`config.mk`:
```
export PLATFORM = sky130hd
export DESIGN_NAME = shift_seq_ctrl
export DESIGN_NICKNAME = d
export VERILOG_FILES = /design/src/rtl/shift_seq_ctrl.sv
export SDC_FILE = /design/constraint.sdc
export NUM_CORES = 1
export LEC_CHECK = 0
export CAP_MARGIN = 10
export CORE_ASPECT_RATIO = 1.5
export CORE_UTILIZATION = 45
export CTS_BUF_LIST = sky130_fd_sc_hd__clkbuf_2 sky130_fd_sc_hd__clkbuf_4 sky130_fd_sc_hd__clkbuf_8
export DETAILED_ROUTE_END_ITERATION = 16
export PLACE_DENSITY = 0.73
export REMOVE_ABC_BUFFERS = 1
export SLEW_MARGIN = 20
export SYNTH_ARGS = -nofsm -noshare
export SYNTH_HDL_FRONTEND = slang
export SYNTH_SLANG_ARGS = --single-unit
```
`constraint.sdc`:
```
create_clock -name clk -period 2.3 [get_ports clk]
set_input_delay 0.46 -clock clk [delete_from_list [all_inputs] [get_ports clk]]
set_output_delay 0.46 -clock clk [all_outputs]
set_load 0.005 [all_outputs]
```
`src/rtl/shift_seq_ctrl.sv`:
```
// Shift sequencer: picks the amount source, captures the amount, loads the shifter and issues the shift.
// Optional rotate support (op 011/100) is enabled by defining SHIFT_SEQ_ROTATE_EN.
module shift_seq_ctrl #(
    parameter int SERIAL = 0,
    parameter int AMT_W  = 5
) (
    input  logic             clk,
    input  logic             reset,
    input  logic             start,
    input  logic [2:0]       op,
    input  logic [1:0]       amt_src,
    input  logic [AMT_W-1:0] shift_amt_in,
    output logic [1:0]       Shift_Amt,
    output logic [2:0]       shift_fn,
    output logic [AMT_W-1:0] shift_n,
    output logic             busy,
    output logic             done,
    output logic             err
);

    typedef enum logic [2:0] {S_IDLE, S_SEL, S_LOAD, S_SHIFT, S_DONE} state_t;

    state_t           r_state, w_state_next;
    logic [2:0]       r_op, w_op_next;
    logic [1:0]       r_src, w_src_next;
    logic [AMT_W-1:0] r_amt, w_amt_next;
    logic [AMT_W-1:0] r_cnt, w_cnt_next;
    logic             w_op_ok, w_src_ok, w_err_next;
    logic [2:0]       w_fn_op;

    logic [1:0]       w_shift_amt_next;
    logic [2:0]       w_shift_fn_next;
    logic [AMT_W-1:0] w_shift_n_next;
    logic             w_busy_next, w_done_next;

    always_comb begin
        w_src_ok = (amt_src != 2'b11);
        case (op)
            3'b000, 3'b001, 3'b010: w_op_ok = 1'b1;
`ifdef SHIFT_SEQ_ROTATE_EN
            3'b011, 3'b100:         w_op_ok = 1'b1;
`endif
            default:                w_op_ok = 1'b0;
        endcase
    end

    always_comb begin
        case (r_op)
            3'b000:  w_fn_op = 3'b010;
            3'b001:  w_fn_op = 3'b011;
            3'b010:  w_fn_op = 3'b100;
`ifdef SHIFT_SEQ_ROTATE_EN
            3'b011:  w_fn_op = 3'b101;
            3'b100:  w_fn_op = 3'b110;
`endif
            default: w_fn_op = 3'b000;
        endcase
    end

    always_comb begin
        w_state_next = r_state;
        w_op_next    = r_op;
        w_src_next   = r_src;
        w_amt_next   = r_amt;
        w_cnt_next   = r_cnt;
        w_err_next   = 1'b0;
        case (r_state)
            S_IDLE: begin
                if (start) begin
                    if (w_op_ok && w_src_ok) begin
                        w_op_next    = op;
                        w_src_next   = amt_src;
                        w_state_next = S_SEL;
                    end else begin
                        w_err_next   = 1'b1;
                        w_state_next = S_DONE;
                    end
                end
            end
            S_SEL: begin
                w_amt_next   = shift_amt_in;
                w_state_next = S_LOAD;
            end
            S_LOAD: begin
                // A zero amount only loads; no shift command is issued.
                if (r_amt != '0) begin
                    w_cnt_next   = r_amt;
                    w_state_next = S_SHIFT;
                end else begin
                    w_state_next = S_DONE;
                end
            end
            S_SHIFT: begin
                if (SERIAL == 0 || r_cnt == AMT_W'(1)) begin
                    w_state_next = S_DONE;
                end else begin
                    w_cnt_next = r_cnt - AMT_W'(1);
                end
            end
            S_DONE:  w_state_next = S_IDLE;
            default: w_state_next = S_IDLE;
        endcase
    end

    // Outputs are decoded from the next state so they are registered alongside it.
    always_comb begin
        w_shift_amt_next = 2'b00;
        w_shift_fn_next  = 3'b000;
        w_shift_n_next   = '0;
        w_busy_next      = 1'b0;
        w_done_next      = 1'b0;
        if (w_state_next != S_IDLE && !w_err_next) begin
            w_shift_amt_next = w_src_next;
        end
        case (w_state_next)
            S_SEL:   w_busy_next = 1'b1;
            S_LOAD: begin
                w_busy_next     = 1'b1;
                w_shift_fn_next = 3'b001;
            end
            S_SHIFT: begin
                w_busy_next     = 1'b1;
                w_shift_fn_next = w_fn_op;
                w_shift_n_next  = (SERIAL != 0) ? AMT_W'(1) : r_amt;
            end
            S_DONE:  w_done_next = 1'b1;
            default: ;
        endcase
    end

    always_ff @(posedge clk or posedge reset) begin
        if (reset) begin
            r_state   <= S_IDLE;
            r_op      <= 3'b000;
            r_src     <= 2'b00;
            r_amt     <= '0;
            r_cnt     <= '0;
            Shift_Amt <= 2'b00;
            shift_fn  <= 3'b000;
            shift_n   <= '0;
            busy      <= 1'b0;
            done      <= 1'b0;
            err       <= 1'b0;
        end else begin
            r_state   <= w_state_next;
            r_op      <= w_op_next;
            r_src     <= w_src_next;
            r_amt     <= w_amt_next;
            r_cnt     <= w_cnt_next;
            Shift_Amt <= w_shift_amt_next;
            shift_fn  <= w_shift_fn_next;
            shift_n   <= w_shift_n_next;
            busy      <= w_busy_next;
            done      <= w_done_next;
            err       <= w_err_next;
        end
    end

endmodule

```
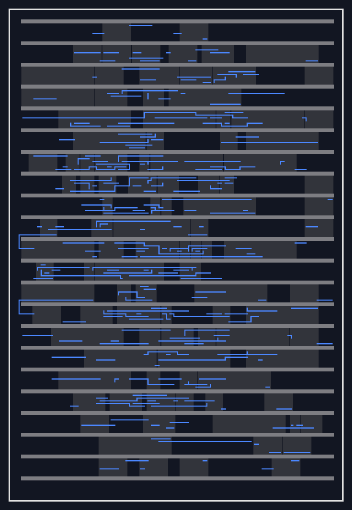
Figure 1: met1 routing.
Drawn at 8 px/um. Supply wires on this layer in gray.
The layer carries 761 um of wire. 108 nets have wire on it. The longest straight run is 15.2 um. The layer holds 42% of the routed length. The wires run mostly horizontal.
total wire length after detailed routing: 1.826 mm
met1 track demand over resource in global routing: 19.57%
total number of vias: 698

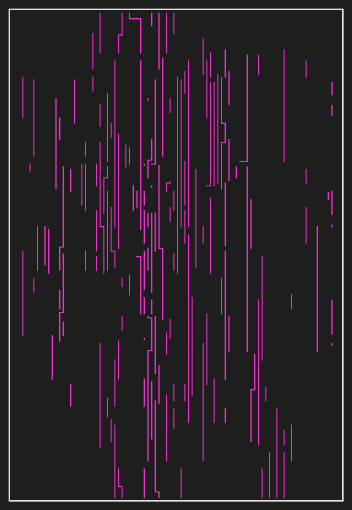
Figure 2: metal 2.
Drawn at 8 px/um.
103 nets have wire on it. The longest straight run is 24.5 um. The layer holds 53% of the routed length.
routing usage on met2: 27.46%

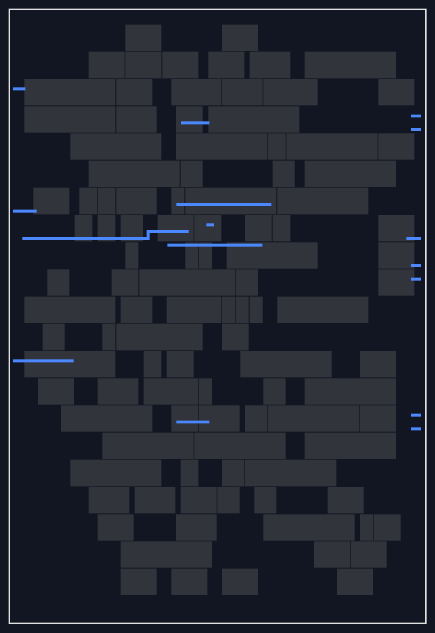
Figure 3: met3 routing.
Drawn at 10 px/um.
13 nets have wire on it. The wires run mostly horizontal. The layer carries 55.2 um of wire. The longest straight run is 12.4 um. The layer holds 3.0% of the routed length.

==> deck_impl_summary.md <==
Synthesis and Place & Route Summary

Pwr
  – Combinational group power: 0.545 mW
  – Leading power group: registers
  – Comb power frac: 35.9%
  – Largest vdd supply drop: 0.7018 mV

Global route
  – Wire length of the first global-routing pass: 2.967 mm
  – Pin count of the biggest net entering global routing: 27
  – Met3 capacity usage during global routing: 1.760%
  – Congestion Overflow GR: 0
  – Routing layer with the top usage in global route: met2

Synth
  – Yosys cell count: 77
  – Simple share: 18.05%
  – Number of library cell types mapped by synthesis: 24
  – Share of async-settable or async-resettable flops after synthesis: 100.0%
  – Cell area after technology mapping: 1054 sq um
  – Main flop type: dfrtp_1
  – Yosys Chip Area: 1054 sq um

Timing
  – Hold slack final: 475.1 ps
  – Fin Setup TNS: 0 ps

Finish
  – Seq/total area: 47.66%
  – Area Growth Syn to Fin: 29.57%
  – Filler instances: 181
  – Layout Utilization: 61.12%
  – Non-clock inverter count in the final layout: 1
  – Clock buffer cells: 4

Critical path
  – Crit path launch type: primary input
  – Critical path startpoint: op[0]
  – Buf/Inv on CP: 1
  – Slack of the worst reg-to-reg path: 760 ps
  – Kind of capture point of the worst setup path: flop

Placed design
  – Post-place instance area: 1329 sq um

Drt
  – Routed length on met3: 55 um
  – Vias per cell: 5.453

Die
  – Tap cells: 23
  – Count of standard-cell rows: 21

Run status
  – Status: finished, final reports clean

Job
  – Number of warnings in the stage logs: 25
-- registers in the layout (all words and copies together), names as in the netlist --
register,cells
r_amt,5
shift_n,5
r_op,3
r_state,3
shift_fn,3
Shift_Amt,2
r_src,2
busy,1
done,1
err,1
-- cell usage in the layout (no fill, tap or decap) --
cell type,instances
nor4b_2,1
a21oi_1,2
inv_1,1
a221oi_2,1
clkdlybuf4s50_1,25
a31oi_1,2
nand3b_1,1
a221oi_4,1
clkbuf_4,3
mux2_2,9
and2_1,7
nor2_1,5
nand2_1,4
o21ai_0,2
nand3_1,2
nor3b_1,2
nor3_1,2
nand4b_4,1
a21o_4,1
nand4_1,2
dfrtp_1,26
buf_4,1
clkbuf_8,1
or4b_1,1
a211oi_1,1
or3b_1,1
Power figures rest on the tool's default switching activity, not on a simulated workload.
